[src/rtl/alu_arbiter.sv]
`default_nettype none
// ============================================================================
// Module      : alu_arbiter
// Description : Round-robin two-port arbiter and sequencer for a shared 4-bit
//               ALU. Latches the winner's operands, holds them for a fixed
//               settle time, captures the ALU outputs, and pulses done.
// Revision    : 1.0 - initial release
// ============================================================================
module alu_arbiter #(
  parameter int SETTLE_CYCLES = 4
) (
  input  logic       clk,
  input  logic       rst_n,
  input  logic       req0,
  input  logic       req1,
  input  logic [3:0] a0,
  input  logic [3:0] b0,
  input  logic [3:0] a1,
  input  logic [3:0] b1,
  input  logic [1:0] op0,
  input  logic [1:0] op1,
  output logic       gnt0,
  output logic       gnt1,
  output logic       done0,
  output logic       done1,
  output logic       busy,
  output logic [3:0] result,
  output logic       overflow,
  output logic       zero,
  output logic [3:0] alu_a,
  output logic [3:0] alu_b,
  output logic [1:0] alu_op,
  input  logic [3:0] alu_result,
  input  logic       alu_overflow,
  input  logic       alu_zero
);

  localparam logic [3:0] CNT_INIT = 4'(SETTLE_CYCLES - 1);

  typedef enum logic [1:0] {
    IDLE = 2'd0,
    RUN  = 2'd1,
    DONE = 2'd2
  } state_t;

  state_t     state;
  state_t     state_nxt;
  logic [3:0] cnt;
  logic       winner;
  logic       last_served;

  // Strobes from the next-state logic that steer the datapath registers
  logic       start;
  logic       pick;
  logic       capture;
  logic       finish;

  // Next-state and strobe decode; a tie goes to whoever was not served last
  always_comb begin
    state_nxt = state;
    start     = 1'b0;
    pick      = winner;
    capture   = 1'b0;
    finish    = 1'b0;
    case (state)
      IDLE: begin
        if (req0 || req1) begin
          start     = 1'b1;
          pick      = (req0 && req1) ? ~last_served : req1;
          state_nxt = RUN;
        end
      end
      RUN: begin
        if (cnt == 4'd0) begin
          capture   = 1'b1;
          state_nxt = DONE;
        end
      end
      DONE: begin
        finish    = 1'b1;
        state_nxt = IDLE;
      end
      default: state_nxt = IDLE;
    endcase
  end

  // State, counter, operand latch, result capture and handshake registers
  always_ff @(posedge clk) begin
    if (!rst_n) begin
      state       <= IDLE;
      cnt         <= 4'd0;
      winner      <= 1'b0;
      last_served <= 1'b1;
      gnt0        <= 1'b0;
      gnt1        <= 1'b0;
      done0       <= 1'b0;
      done1       <= 1'b0;
      result      <= 4'd0;
      overflow    <= 1'b0;
      zero        <= 1'b0;
      alu_a       <= 4'd0;
      alu_b       <= 4'd0;
      alu_op      <= 2'd0;
    end else begin
      state <= state_nxt;
      if (start) begin
        winner <= pick;
        alu_a  <= pick ? a1 : a0;
        alu_b  <= pick ? b1 : b0;
        alu_op <= pick ? op1 : op0;
        gnt0   <= ~pick;
        gnt1   <= pick;
        cnt    <= CNT_INIT;
      end else if (state == RUN && cnt != 4'd0) begin
        cnt <= cnt - 4'd1;
      end
      if (capture) begin
        result   <= alu_result;
        overflow <= alu_overflow;
        zero     <= alu_zero;
        done0    <= ~winner;
        done1    <= winner;
      end
      if (finish) begin
        done0       <= 1'b0;
        done1       <= 1'b0;
        gnt0        <= 1'b0;
        gnt1        <= 1'b0;
        last_served <= winner;
      end
    end
  end

  // Busy reflects any non-idle state directly
  assign busy = (state != IDLE);

endmodule
`default_nettype wire

[config.mk]
export PLATFORM = sky130hd
export DESIGN_NAME = alu_arbiter
export DESIGN_NICKNAME = d
export VERILOG_FILES = /design/src/rtl/alu_arbiter.sv
export SDC_FILE = /design/constraint.sdc
export NUM_CORES = 1
export LEC_CHECK = 0
export CELL_PAD_IN_SITES_DETAIL_PLACEMENT = 1
export CELL_PAD_IN_SITES_GLOBAL_PLACEMENT = 2
export CORE_UTILIZATION = 23
export CTS_BUF_LIST = sky130_fd_sc_hd__clkbuf_8 sky130_fd_sc_hd__clkbuf_16
export CTS_CLUSTER_SIZE = 20
export DETAILED_ROUTE_END_ITERATION = 6
export PLACE_DENSITY_LB_ADDON = 0.1
export SYNTH_ARGS = -nofsm -noshare
export SYNTH_HDL_FRONTEND = slang
export SYNTH_SLANG_ARGS = --single-unit
[constraint.sdc]
create_clock -name clk -period 2.1 [get_ports clk]
set_clock_uncertainty 0.2 [all_clocks]
set_input_delay 0.315 -clock clk [delete_from_list [all_inputs] [get_ports clk]]
set_output_delay 0.315 -clock clk [all_outputs]
set_load 0.02 [all_outputs]
clk_routes.png
Scale bar: 20 µm.
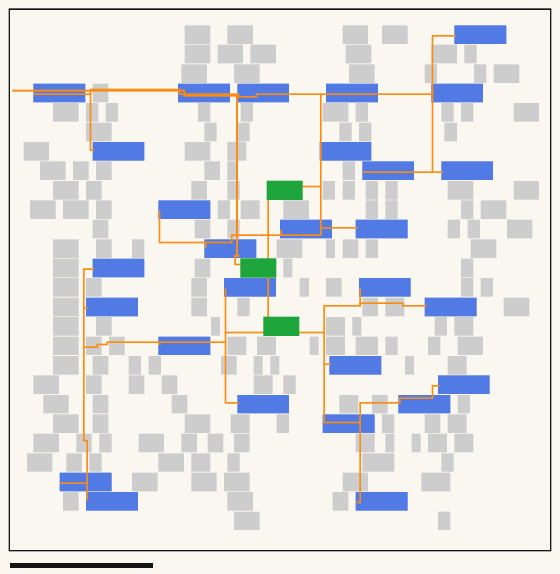
legend:
  orange:
    item: clock wires
    length: 392 µm
  blue:
    item: flip-flops
    count: 28
  green:
    item: clock drivers
    count: 3
flops lie: widely spread

clocks.png
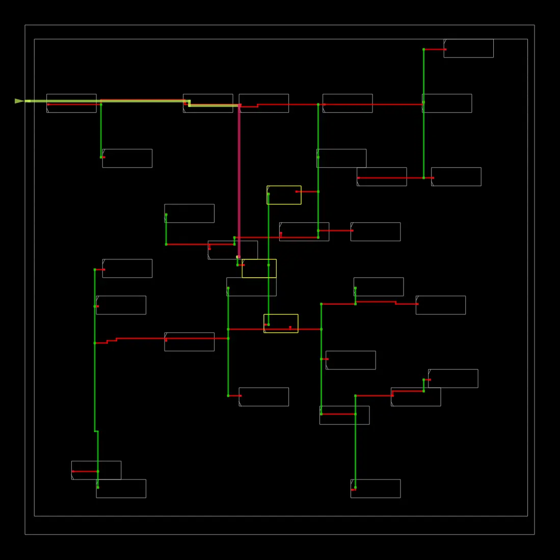
Num CTS Buffers: 3
clk pwr: 296 µW
clock buf count: 3
registers: 28
Late-Pin Clk Latency: 270 ps

wires.png
Two of the layers only.
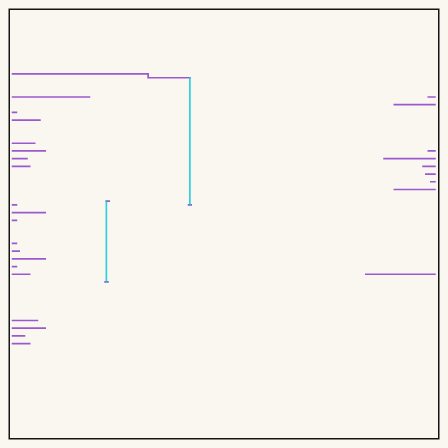
legend:
  purple:
    layer: metal 3
    wire_length: 143 µm
  cyan:
    layer: metal 4
    wire_length: 36.7 µm

placement_by_type.png
Scale bar: 20 µm.
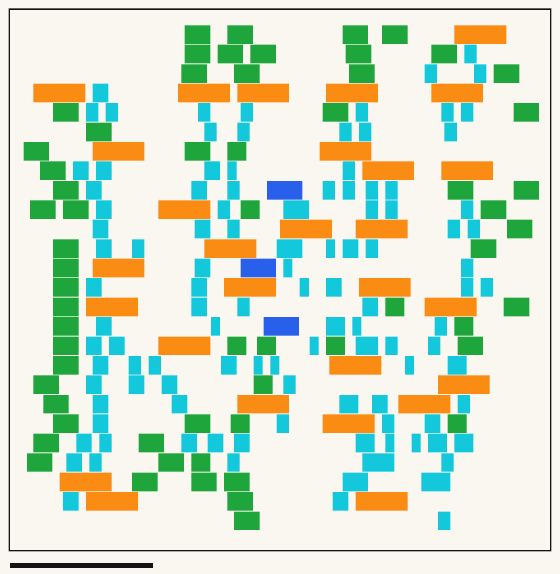
legend:
  cyan:
    class: combinational and other logic
    cells: 109
    share_of_their_area: 35%
  blue:
    class: clock drivers
    cells: 3
    share_of_their_area: 2.3%
  orange:
    class: sequential cells
    cells: 28
    share_of_their_area: 31%
  green:
    class: remaining buffers and delay cells
    cells: 61
    share_of_their_area: 32%

==> impl_metrics.json <==
{
  "slew_violations": 0,
  "pg_seq_uw": 614,
  "ys_top_cells_by_area": "dfxtp_1 (45%), nand4_1 (10%), a21oi_1 (5.2%)",
  "cts.sinks": 28,
  "busiest_layer": "met2",
  "crit_family": "buffers and inverters",
  "antenna_found_initial": 0,
  "cts-hold-fix-buffers": 0,
  "hold_viol": 0,
  "netlist-cell-type-count": 28,
  "reg2reg_depth": 5,
  "seqCellArea_um2": 560.5,
  "powerDensity_nw_per_um2": 719.3,
  "grtUsageTotal_pct": 16.35,
  "warnings": 26,
  "ctsResizeCount": 0,
  "ys_seq_share_pct": 45.07,
  "fin_nets": 234,
  "grt_overflow": 0,
  "grt_max_degree": 23,
  "synth-edff-count": 0,
  "drt_iter0_markers": 47,
  "drc_errors": 0,
  "postLayoutCellArea_um2": 1897,
  "drtPass1Iterations": 4,
  "fp-row-count": 26,
  "yosys.cell_count.top_type": "dfxtp_1",
  "hold_depth": 2,
  "port_buffers": 50,
  "cpMaxStageDelayCell": "clkdlybuf4s50_1",
  "r2r_slack_ps": 270,
  "multiInputCombCellCount": 104,
  "gp_congestion": 0.8119,
  "use_met3_pct": 1.852,
  "routed_wl_um": 4277,
  "synthesis.area_um2": 1244,
  "pg_comb_uw": 455,
  "synthAdderAreaFrac_pct": 1.006,
  "core_um2": 5172,
  "rsz0062_at_grt": "no",
  "ys_sh_simple_pct": 23.24,
  "path_cells": "nor2_1 -> inv_2 -> clkdlybuf4s50_1",
  "setup_viol": 0,
  "mux_share_pct": 1.610,
  "arrival_ps": 1500,
  "top_power_group": "registers",
  "worst_pin_slew_ps": 457.2,
  "fin_util_pct": 36.67,
  "crit_type": "reg -> out",
  "die_y_um": 75.54,
  "comb_share_pct": 31.93,
  "wl_met1_um": 1845,
  "finalClockPeriodUsage_pct": 95.87,
  "max_slew_margin_pct": 69.45,
  "cts_tree": "built",
  "required_ps": 1580,
  "hold_ws_ps": 289.7,
  "worstSetupPathDepth": 3,
  "met2RoutedLength_um": 2253,
  "tap-cell-count": 70,
  "inv_count": 5,
  "aoi_share_pct": 22.84,
  "hold_path_end": "zero$_SDFFE_PN0P_",
  "via_count": 1332,
  "yosys-top-cells-count": "dfxtp_1 (28), nand4_1 (20), a21oi_1 (13), o21ai_0 (13)",
  "wl_per_cell_um": 15.78,
  "period_needed_ps": 2013,
  "yosysTopAreaCellShare_pct": 45.07,
  "grt.met1_usage_pct": 19.13,
  "endpoint": "busy",
  "ys_sh_xor_pct": 0,
  "finalWorstSetupSlack_ps": 86.66,
  "clockBufferDepth": 2,
  "status": "complete, no violations"
}
No activity file was given, so power comes from the tool's default toggle rates.
